Figure 1. Routed clock nets over the placement (run 1).
Scale bar: 100 um.
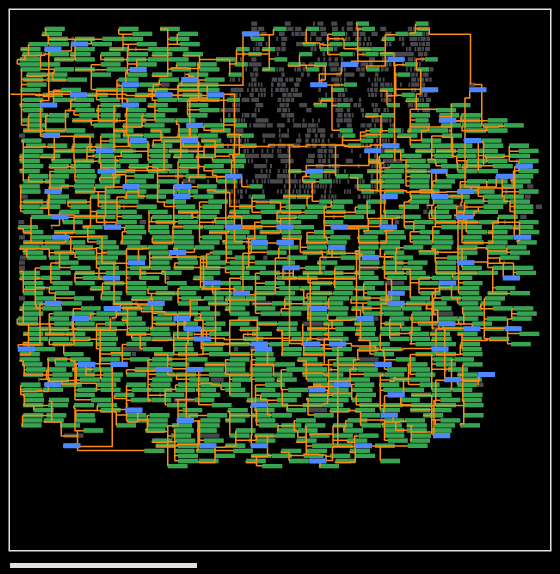
Figure 2. Selected gate families (run 1).
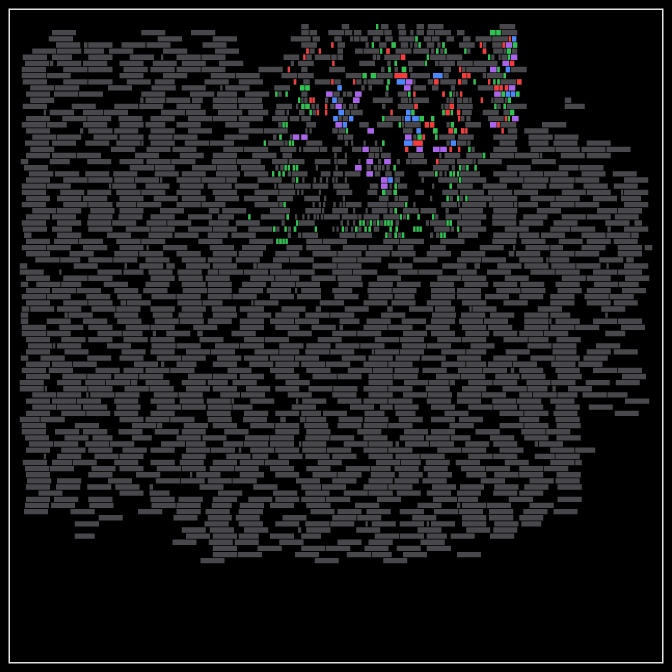
Figure 3. Track usage over the die (run 1).
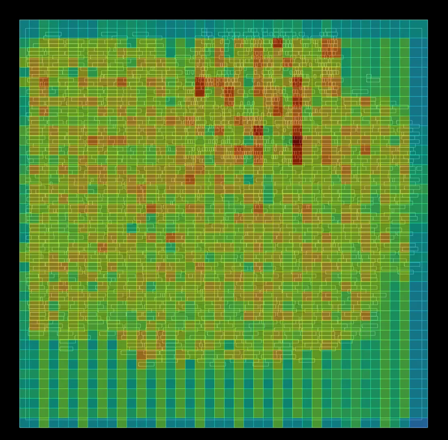
Figure 4. Cells coloured by class (run 1).
Scale bar: 100 um.
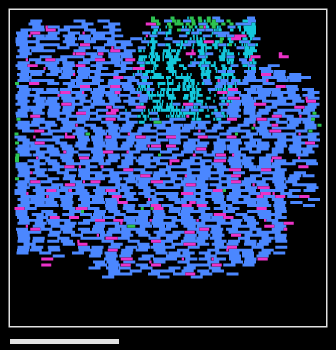
<file path="config.mk">
export PLATFORM = sky130hd
export DESIGN_NAME = laplacian_stream_flat
export DESIGN_NICKNAME = d
export VERILOG_FILES = /design/src/rtl/img_pkg.sv /design/src/rtl/laplacian_stream_if.sv /design/src/rtl/line_buffer.sv /design/src/rtl/laplacian_stream.sv /design/src/flat_wrapper.sv
export SDC_FILE = /design/constraint.sdc
export NUM_CORES = 1
export LEC_CHECK = 0
export ABC_AREA = 0
export CAP_MARGIN = 20
export CORE_MARGIN = 4
export CORE_UTILIZATION = 45
export DETAILED_ROUTE_END_ITERATION = 10
export HOLD_SLACK_MARGIN = 0.06
export SLEW_MARGIN = 20
export SYNTH_ARGS = -nofsm -noshare
export SYNTH_HDL_FRONTEND = slang
export SYNTH_SLANG_ARGS = --single-unit
</file>
<file path="constraint.sdc">
create_clock -name clk -period 38 [get_ports clk]
set_input_delay 9.5 -clock clk [delete_from_list [all_inputs] [get_ports clk]]
set_output_delay 9.5 -clock clk [all_outputs]
set_load 0.01 [all_outputs]
</file>
<file path="src/rtl/img_pkg.sv">
// Shared pixel widths, FSM states and the 4-neighbour kernel
// used by the Laplacian detail stream.
package img_pkg;

  localparam int PIX_W = 8;
  localparam int DET_W = 20;

  typedef enum logic [1:0] {
    FILL,
    RUN,
    FLUSH
  } state_e;

  function automatic logic signed [DET_W-1:0] lap4(
    input logic [PIX_W-1:0] c,
    input logic [PIX_W-1:0] n,
    input logic [PIX_W-1:0] s,
    input logic [PIX_W-1:0] e,
    input logic [PIX_W-1:0] w
  );
    int v;
    v = 4 * int'(c) - int'(n) - int'(s)
      - int'(e) - int'(w);
    return DET_W'(v);
  endfunction

endpackage

</file>
<file path="src/rtl/laplacian_stream_if.sv">
// Pixel in / detail out stream bundle with
// valid/ready handshakes on both sides.
interface laplacian_stream_if;
  import img_pkg::*;

  logic             in_valid;
  logic             in_ready;
  logic [PIX_W-1:0] in_pix;
  logic             out_valid;
  logic             out_ready;
  logic [PIX_W-1:0] out_pix;
  logic [DET_W-1:0] out_detail;
  logic             out_eol;

  modport slave (
    input  in_valid, in_pix, out_ready,
    output in_ready, out_valid, out_pix,
    output out_detail, out_eol
  );

  modport master (
    output in_valid, in_pix, out_ready,
    input  in_ready, out_valid, out_pix,
    input  out_detail, out_eol
  );

endinterface

</file>
<file path="src/rtl/line_buffer.sv">
// One-row pixel delay: dout_o is the pixel pushed
// DEPTH enabled cycles ago. Contents are never cleared.
module line_buffer #(
  parameter int DEPTH = 64,
  parameter int PIX_W = 8
) (
  input  logic             clk,
  input  logic             en_i,
  input  logic [PIX_W-1:0] din_i,
  output logic [PIX_W-1:0] dout_o
);

  logic [PIX_W-1:0] sr_q [DEPTH];

  always_ff @(posedge clk) begin
    if (en_i) begin
      sr_q[0] <= din_i;
      for (int i = 1; i < DEPTH; i++) begin
        sr_q[i] <= sr_q[i-1];
      end
    end
  end

  assign dout_o = sr_q[DEPTH-1];

endmodule

</file>
<file path="src/rtl/laplacian_stream.sv">
// Streaming 4-neighbour Laplacian: emits the center pixel
// and its signed detail, one output per input pixel.
module laplacian_stream
  import img_pkg::*;
#(
  parameter int IMG_W = 64,
  parameter int IMG_H = 64
) (
  input logic         clk,
  input logic         rst,
  laplacian_stream_if.slave bus
);

  localparam int CW = $clog2(IMG_W);
  localparam int RW = $clog2(IMG_H);
  localparam logic [CW-1:0] CMAX = CW'(IMG_W - 1);
  localparam logic [RW-1:0] RMAX = RW'(IMG_H - 1);

  state_e state_q, state_d;

  logic [CW-1:0] icol_q, icol_d;
  logic [RW-1:0] irow_q, irow_d;
  logic [CW-1:0] ocol_q, ocol_d;
  logic [RW-1:0] orow_q, orow_d;

  logic [PIX_W-1:0] s_q, s_d;
  logic [PIX_W-1:0] c_q, c_d;
  logic [PIX_W-1:0] w_q, w_d;
  logic [PIX_W-1:0] n_q, n_d;

  logic                    ov_q, ov_d;
  logic [PIX_W-1:0]        opix_q, opix_d;
  logic signed [DET_W-1:0] odet_q, odet_d;
  logic                    oeol_q, oeol_d;

  logic [PIX_W-1:0] e_tap;
  logic [PIX_W-1:0] n_tap;

  logic load_ok;
  logic rdy;
  logic acc;
  logic flush_ld;
  logic emit;
  logic adv;
  logic border;

  // Row 1 buffer yields E (k-W); row 2 yields k-2W, N after one tap.
  line_buffer #(
    .DEPTH (IMG_W),
    .PIX_W (PIX_W)
  ) u_lb0 (
    .clk    (clk),
    .en_i   (adv),
    .din_i  (bus.in_pix),
    .dout_o (e_tap)
  );

  line_buffer #(
    .DEPTH (IMG_W),
    .PIX_W (PIX_W)
  ) u_lb1 (
    .clk    (clk),
    .en_i   (adv),
    .din_i  (e_tap),
    .dout_o (n_tap)
  );

  assign load_ok  = !ov_q || bus.out_ready;
  assign rdy      = !rst && (state_q != FLUSH)
                  && load_ok;
  assign acc      = bus.in_valid && rdy;
  assign flush_ld = (state_q == FLUSH) && load_ok;
  assign emit     = (acc && state_q == RUN)
                  || flush_ld;
  assign adv      = acc || flush_ld;
  assign border   = (orow_q == '0) || (orow_q == RMAX)
                  || (ocol_q == '0) || (ocol_q == CMAX);

  always_comb begin
    state_d = state_q;
    icol_d  = icol_q;
    irow_d  = irow_q;
    ocol_d  = ocol_q;
    orow_d  = orow_q;
    s_d     = s_q;
    c_d     = c_q;
    w_d     = w_q;
    n_d     = n_q;
    ov_d    = ov_q;
    opix_d  = opix_q;
    odet_d  = odet_q;
    oeol_d  = oeol_q;

    if (adv) begin
      s_d = bus.in_pix;
      c_d = e_tap;
      w_d = c_q;
      n_d = n_tap;
    end

    if (acc) begin
      icol_d = (icol_q == CMAX) ? '0 : icol_q + CW'(1);
      if (icol_q == CMAX) begin
        irow_d = (irow_q == RMAX) ? '0 : irow_q + RW'(1);
      end
    end

    if (emit) begin
      ov_d   = 1'b1;
      opix_d = c_q;
      odet_d = border ? '0
             : lap4(c_q, n_q, s_q, e_tap, w_q);
      oeol_d = (ocol_q == CMAX);
      ocol_d = (ocol_q == CMAX) ? '0 : ocol_q + CW'(1);
      if (ocol_q == CMAX) begin
        orow_d = (orow_q == RMAX) ? '0 : orow_q + RW'(1);
      end
    end else if (bus.out_ready) begin
      ov_d = 1'b0;
    end

    unique case (state_q)
      FILL: begin
        if (acc && irow_q == RW'(1) && icol_q == '0) begin
          state_d = RUN;
        end
      end
      RUN: begin
        if (acc && irow_q == RMAX && icol_q == CMAX) begin
          state_d = FLUSH;
        end
      end
      FLUSH: begin
        if (flush_ld && orow_q == RMAX && ocol_q == CMAX) begin
          state_d = FILL;
        end
      end
      default: state_d = FILL;
    endcase
  end

  always_ff @(posedge clk) begin
    if (rst) begin
      state_q <= FILL;
      icol_q  <= '0;
      irow_q  <= '0;
      ocol_q  <= '0;
      orow_q  <= '0;
      s_q     <= '0;
      c_q     <= '0;
      w_q     <= '0;
      n_q     <= '0;
      ov_q    <= 1'b0;
      opix_q  <= '0;
      odet_q  <= '0;
      oeol_q  <= 1'b0;
    end else begin
      state_q <= state_d;
      icol_q  <= icol_d;
      irow_q  <= irow_d;
      ocol_q  <= ocol_d;
      orow_q  <= orow_d;
      s_q     <= s_d;
      c_q     <= c_d;
      w_q     <= w_d;
      n_q     <= n_d;
      ov_q    <= ov_d;
      opix_q  <= opix_d;
      odet_q  <= odet_d;
      oeol_q  <= oeol_d;
    end
  end

  assign bus.in_ready   = rdy;
  assign bus.out_valid  = ov_q;
  assign bus.out_pix    = opix_q;
  assign bus.out_detail = odet_q;
  assign bus.out_eol    = oeol_q;

endmodule

</file>
<file path="src/flat_wrapper.sv">
// flat-port wrapper written by rule: the top's interface ports become plain ports
module laplacian_stream_flat import img_pkg::*;
#(
  parameter int IMG_W = 64,
  parameter int IMG_H = 64
)
  (clk, rst, bus_in_valid, bus_in_pix, bus_out_ready, bus_in_ready, bus_out_valid, bus_out_pix, bus_out_detail, bus_out_eol);
  laplacian_stream_if bus_i ();
  input logic clk;
  input logic rst;
  input wire logic [$bits(bus_i.in_valid)-1:0] bus_in_valid;
  input wire logic [$bits(bus_i.in_pix)-1:0] bus_in_pix;
  input wire logic [$bits(bus_i.out_ready)-1:0] bus_out_ready;
  output wire logic [$bits(bus_i.in_ready)-1:0] bus_in_ready;
  output wire logic [$bits(bus_i.out_valid)-1:0] bus_out_valid;
  output wire logic [$bits(bus_i.out_pix)-1:0] bus_out_pix;
  output wire logic [$bits(bus_i.out_detail)-1:0] bus_out_detail;
  output wire logic [$bits(bus_i.out_eol)-1:0] bus_out_eol;
  assign bus_i.in_valid = bus_in_valid;
  assign bus_i.in_pix = bus_in_pix;
  assign bus_i.out_ready = bus_out_ready;
  assign bus_in_ready = bus_i.in_ready;
  assign bus_out_valid = bus_i.out_valid;
  assign bus_out_pix = bus_i.out_pix;
  assign bus_out_detail = bus_i.out_detail;
  assign bus_out_eol = bus_i.out_eol;
  laplacian_stream #(.IMG_W(IMG_W), .IMG_H(IMG_H)) u_core (.clk(clk), .rst(rst), .bus(bus_i));
endmodule
</file>
==> metrics.cfg, run 1 <==
[run_status]
outcome = finished, final reports clean

[clock_tree]
cts_sinks = 1112
insertion_delay_ns = 0.65
cts_buffers = 101
post_cts_resized = 0
ctsHtreeMaxLevel = 3
cts_hold_buf = 0
cts_setup_buffers = 0
cts_tree = yes
clockBufferDepth = 3
clk_pin_slew_ns = 0.06

[critical_path]
crit_fanout = 92
cp-end-kind = output port
worst_ep_required_time_ns = 28.50
cp_slowest_stage_delay_ns = 0.69
path_delay_family = buffers and inverters
arrival_ns = 10.97
start_kind = input pin
cpMaxStageDelayCell = buf_4
path_buffers = 3

[final_timing]
finalHoldViolCount = 0
slew_viol_final = 0
fmax_ghz = 0.0488
final.setup_skew_ns = 0.0187
setup_tns_ns = 0
setup_viol = 0
rsz0062_at_grt = no
slew_headroom_pct = 28.8
fin_ws_ns = 17.53
timing.final.crit_share_pct = 53.9

[layout]
finalNonFillerCells = 2872
final_cell_area_sq_mm = 0.0406
finalCoreUtilization_pct = 52.2
synthToLayoutAreaGrowth_pct = 14.5

[routing]
drt_first_pass_iters = 5
drtIter0Drc = 1082
vias = 13800
via_per_inst = 4.79
ant_nets = 0
post_drt_wl_per_cell_um = 15.8
drc_errors = 0

[placement]
dpl.hpwl_mm = 22.3
post_dp_cell_area_sq_mm = 0.0372
globalplace.congestion = 0.729
place_inst = 2684
pre_cts_slack_ns = 17.51

[die]
pin_count = 43
placementRows = 102
fp.dieW_um = 289
die_h_um = 289
core_area_sq_mm = 0.0778
fp_util_pct = 45.6

[global_route]
grt_pass1_wl_mm = 72.4
grt_max_degree = 211

[yosys]
ys_cells = 1614
xor_area_share_pct = 0.716
postSynth.asyncResetShare_pct = 0
synth_warnings = 0
syn_area_sq_mm = 0.0355
ys_sh_simple_pct = 2.74
synthDistinctLibCells = 51
top_logic_kind = simple AND/OR/NAND/NOR gates
syn_avg_cell_area_sq_um = 22.0
top_area_cell = edfxtp_1
synth_flops = 1112
synth_chip_area_sq_mm = 0.0355
edf_count = 1024
ff_type = edfxtp_1
synth-adder-area-share_pct = 1.80
area_leaders = edfxtp_1, dfxtp_1, nand2_1
mux_share_pct = 0.0564
synth_cells = 1614

[power_and_ir_drop]
ir_worst_vdd_v = 0.0000428
cellPowerDensity_mw_per_mm2 = 61.3
p_total_mw = 2.49

[min_path]
hold_path.class = reg2reg

[run]
warnings = 35

Notes on Figure 1 above:
orange -> clock wires  # length 11500 um
blue -> cells driving clock nets  # count 101
green -> flip-flops  # count 1112
routed clock nets = 102

Notes on Figure 2 above:
red -> NOR gates  # cells 56
blue -> AND and OR gates  # cells 19
green -> NAND gates  # cells 135
purple -> XOR/XNOR gates  # cells 29, where top middle

Notes on Figure 3 above:
met3 Resource Use GR: 2.86%
Tot GR Track Use: 10.8%
M2 GR Usage: 14.8%
GRT busiest layer: met1
met1 Track Usage GR: 17.0%

Notes on Figure 4 above:
magenta -> clock drivers and dummy loads  # cells 187, share of their area 8.6%
green -> other buffers and delay cells  # cells 55, share of their area 1.4%
cyan -> all other logic  # cells 478, share of their area 7.4%
blue -> flip-flops  # cells 1112, share of their area 83%

-- run 1: final timing paths --
kind	start	to	slack, ns	cells after the start
hold / removal	u_core.u_lb0.sr_q[1][101]	u_core.u_lb0.sr_q[1][109]	0.41	0
hold reg to reg	u_core.u_lb0.sr_q[1][101]	u_core.u_lb0.sr_q[1][109]	0.41	0
setup reg to reg	u_core.state_q[1]	u_core.u_lb1.sr_q[21][5]	32.55	6
setup / recovery	rst	bus_in_ready	17.53	4
-- run 1: cells in the final DEF, fill, tap and decap left out, types with 3 or more instances in the layout --
master              n
edfxtp_1         1024
nand2_1           110
clkbuf_16         101
dfxtp_1            88
inv_1              72
a21oi_1            72
clkdlybuf4s50_1    41
nor2_1             33
ha_1               27
clkinv_1           19
clkinv_2           19
clkbuf_1           17
xor2_1             16
fa_1               15
xnor2_1            13
bufinv_16          13
nand3_1            10
nor3_1             10
buf_4              10
a31oi_1             8
and3_1              8
nand2b_1            7
o21ai_0             7
nor4_1              7
a211oi_1            6
a22oi_1             6
nand4_1             6
clkinvlp_4          5
a21o_1              4
o21a_1              4
clkbuf_8            4
nor2b_1             3
a32oi_1             3
clkinv_8            3
-- run 1: synth_stat cells (all sizes together) (3+ instances only) --
master and n:
a211oi 6, a21o 4, a21oi 73, a22oi 6
a31oi 8, a32oi 3, and3 8, buf 6
clkbuf 18, dfxtp 88, edfxtp 1024, fa 15
ha 27, inv 73, nand2 110, nand2b 7
nand3 10, nand4 6, nor2 34, nor2b 3
nor3 11, nor4 7, o21a 4, o21ai 9
or3 3, or4 4, xnor2 13, xor2 16
-- run 1: layout make-up --
class	count	area, sq um	share of cell area [%]
sequential	1112	32500	80.0
clock buffer	122	2650	6.51
multi-input combinational	405	2620	6.45
tap	1040	1300	3.20
clock inverter	65	724	1.78
timing repair buffer	55	542	1.33
inverter	73	282	0.693
-- run 1: flip-flops by register name (all words and copies together), names as in the netlist --
signal	count
u_core.ocol_q	6
u_core.bus.out_eol	1
u_core.n_q	8
u_core.bus.out_pix	8
u_core.s_q	8
u_core.irow_q	6
u_core.icol_q	6
u_core.c_q	8
u_core.w_q	8
u_core.state_q	2
u_core.bus.out_valid	1
u_core.bus.out_detail	20
u_core.u_lb1.sr_q	512
u_core.u_lb0.sr_q	512
u_core.orow_q	6
-- run 1: metal layers --
layer	up-vias	routed length [um]	track usage (%)
met2	202	19100	14.8
met4	0	1100	3.48
met5	-	0	0
met3	98	1940	2.86
li1	6436	-	-
met1	7028	23200	17.0
-- run 1: power by group --
part	switching (mW)	internal, mW	total, mW
registers	0.0136	1.39	1.40
logic	0.0579	0.0279	0.0859
clock network	0.419	0.587	1.01
-- run 1: logic make-up after synthesis --
kind of cell	Yosys count
flops	1112
simple gates	210
compound gates	122
buf+inv	97
fa+ha+maj	42
xor+xnor	29
mux	2
==> run 1 -> run 2 <==
clock period = 20.8 ns   (was 38 ns; I/O delays follow)
==> metrics.cfg, run 2 <==
[yosys]
yosysTopAreaCellShare_pct = 86.6
top_cells_by_count = edfxtp_1, nand2_1, dfxtp_1, a21oi_1, inv_1
synth_warnings = 0  ; unchanged
yosysMostFrequentCell = edfxtp_1
top_area_cell = edfxtp_1
synth_flops = 1112  ; unchanged
synth_cells = 1614  ; unchanged
synthDistinctLibCells = 51  ; unchanged
postSynth.asyncResetShare_pct = 0  ; unchanged
synth_chip_area_sq_mm = 0.0355  ; unchanged
ys_cells = 1614  ; unchanged
ff_type = edfxtp_1
syn_area_sq_mm = 0.0355  ; unchanged
edf_count = 1024  ; unchanged
area_leaders = edfxtp_1, dfxtp_1, nand2_1
syn_avg_cell_area_sq_um = 22.0  ; unchanged

[clock_tree]
cts_buffers = 102  ; +0.99%
insertion_delay_ns = 0.65  ; about the same
cts_tree = yes
cts_setup_buffers = 0  ; unchanged
post_cts_resized = 0  ; unchanged
cts_hold_buf = 0  ; unchanged
cts_sinks = 1112  ; unchanged
clk_pin_slew_ns = 0.06  ; about the same
clockBufferDepth = 3  ; unchanged

[global_route]
grt_pass1_wl_mm = 72.9  ; +0.78%
grt_max_degree = 216  ; +2.4%
grt_usage_pct = 10.9  ; +0.079 points

[run]
warnings = 43  ; +23%

[final_timing]
rsz0062_at_grt = no
fmax_ghz = 0.0839
setup_tns_ns = 0  ; unchanged
slew_viol_final = 0  ; unchanged
final.setup_skew_ns = 0.0178  ; -0.000842 ns
finalHoldViolCount = 0  ; unchanged
timing.final.crit_share_pct = 57.3
setup_viol = 0  ; unchanged

[die]
placementRows = 102  ; unchanged
fp.dieW_um = 289  ; unchanged
die_h_um = 289  ; unchanged
pin_count = 43  ; unchanged
fp_util_pct = 45.6  ; unchanged
core_area_sq_mm = 0.0778  ; unchanged

[routing]
drc_errors = 0  ; unchanged
post_drt_wl_per_cell_um = 16.0  ; +1.4%
drt_first_pass_iters = 5  ; unchanged
via_per_inst = 4.80  ; +0.21%
ant_nets = 0  ; unchanged
drtIter0Drc = 1157  ; +6.9%
vias = 13800  ; +0.28%

[power_and_ir_drop]
ir_worst_vdd_v = 0.000106  ; +150%
cellPowerDensity_mw_per_mm2 = 113  ; +84%

[placement]
dpl.hpwl_mm = 22.3  ; about the same
globalplace.congestion = 0.768  ; +5.4%

[critical_path]
rr_endpoint = u_core.bus.out_detail[19]
start_kind = input pin
cp_slowest_stage_delay_ns = 0.69  ; about the same
cpMaxStageDelayCell = buf_4
worst_ep_required_time_ns = 15.60  ; -12.90 ns
cp-end-kind = output port
path_buffers = 3  ; unchanged
ff2ff_path_depth = 14  ; +8
arrival_ns = 6.71  ; -4.26 ns
worstReg2RegStart = u_core.c_q[0]
crit_fanout = 92  ; unchanged
crit_start = rst
path_depth = 4  ; unchanged
r2r_slack_ns = 16.71  ; -15.84 ns

[run_status]
outcome = finished, final reports clean

[layout]
final_cell_mix = edfxtp_1, nand2_1, clkbuf_16
logic_area_sq_mm = 0.00262  ; +0.19%
regArea_sq_mm = 0.0325  ; unchanged
synthToLayoutAreaGrowth_pct = 14.6
lay_top_count = edfxtp_1

[min_path]
holdPathStages = 0  ; unchanged
hold_path.class = reg2reg
min_to = u_core.u_lb0.sr_q[1][37]

[run 2: cell counts after synthesis]
Identical to the previous run, type by type.
[run 2: metrics by stage]
step | std cells | area [sq um] | setup WS, ns | power, mW | util (%)
6_report | 2874 | 40700 | 8.89 | 4.58 | 52.2
5_1_grt | 2872 | 40700 | 8.80 | 4.77 | 52.2
4_1_cts | 2871 | 40600 | 8.89 | 4.65 | 52.2
3_5_place_dp | 2681 | 37200 | 8.89 | 2.76 | 47.8
3_3_place_gp | 2681 | 37200 | 8.92 | 2.76 | 47.8
2_1_floorplan | 1614 | 35500 | 0.601 | 2.77 | -
[run 2: worst max-delay path by stage]
| stage | end | slack [ns] |
|---|---|---|
| after floorplan | u_core.u_lb0.sr_q[0][0] | 0.60 |
| final | bus_in_ready | 8.89 |
| after global routing | bus_in_ready | 8.80 |
| after global placement | bus_in_ready | 8.92 |
| after detailed placement | bus_in_ready | 8.89 |
| after CTS | bus_in_ready | 8.89 |
[run 2: cells by family after synthesis]
group,synth area share (%)
AND-OR/OR-AND,2.03
XOR/XNOR,0.716
adder cells (fa/ha/maj),1.80
buffers and inverters,1.07
flip-flops,91.6
multiplexers,0.0564
AND/OR/NAND/NOR,2.74
[run 2: report_power, final]
| part | internal (mW) | switching, mW | total [mW] |
|---|---|---|---|
| Clock | 1.09 | 0.778 | 1.86 |
| Sequential | 2.53 | 0.0249 | 2.56 |
| Combinational | 0.0520 | 0.109 | 0.161 |
[run 2: area by class of cell]
class,instances,area share (%)
clock buffer,118,6.48
tap,1040,3.20
sequential,1112,79.9
clock inverter,72,1.86
multi-input combinational,405,6.45
antenna,2,0.0123
timing repair buffer,52,1.37
inverter,73,0.692
[run 2: routing by layer]
layer / track usage, % / vias to the layer above / part of all wire [%]
met5: 0 / - / 0
met4: 4.17 / 0 / 2.8
met3: 2.68 / 112 / 4.6
met2: 14.8 / 218 / 42
met1: 17.1 / 7032 / 51
li1: - / 6440 / -
Figure 5. Cells coloured by class (run 2).
Scale bar: 100 um.
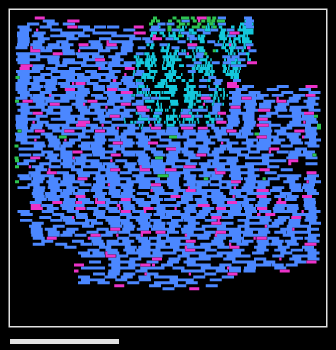
green -> other buffers and delay cells  # cells 52, share of their area 1.4%
blue -> flip-flops  # cells 1112, share of their area 83%
magenta -> clock drivers and dummy loads  # cells 190, share of their area 8.6%
cyan -> all other logic  # cells 478, share of their area 7.4%

Figure 6. Sequential cells grouped by signal name (run 2).
Scale bar: 100 um. Other sequential cells in the stronger grey, the rest of the logic in the fainter grey.
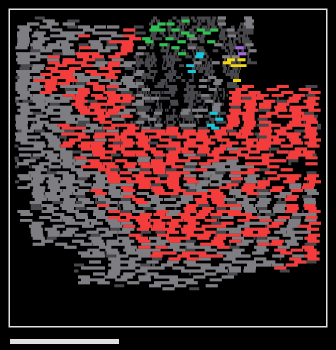
green -> u_core.bus.out_detail  # placed flops 20, where top middle
yellow -> u_core.orow_q  # placed flops 6
purple -> u_core.state_q  # placed flops 2
cyan -> u_core.bus.out_pix  # placed flops 8
red -> u_core.u_lb1.sr_q  # placed flops 512
not coloured = 564

Power and IR drop assume default switching activity.
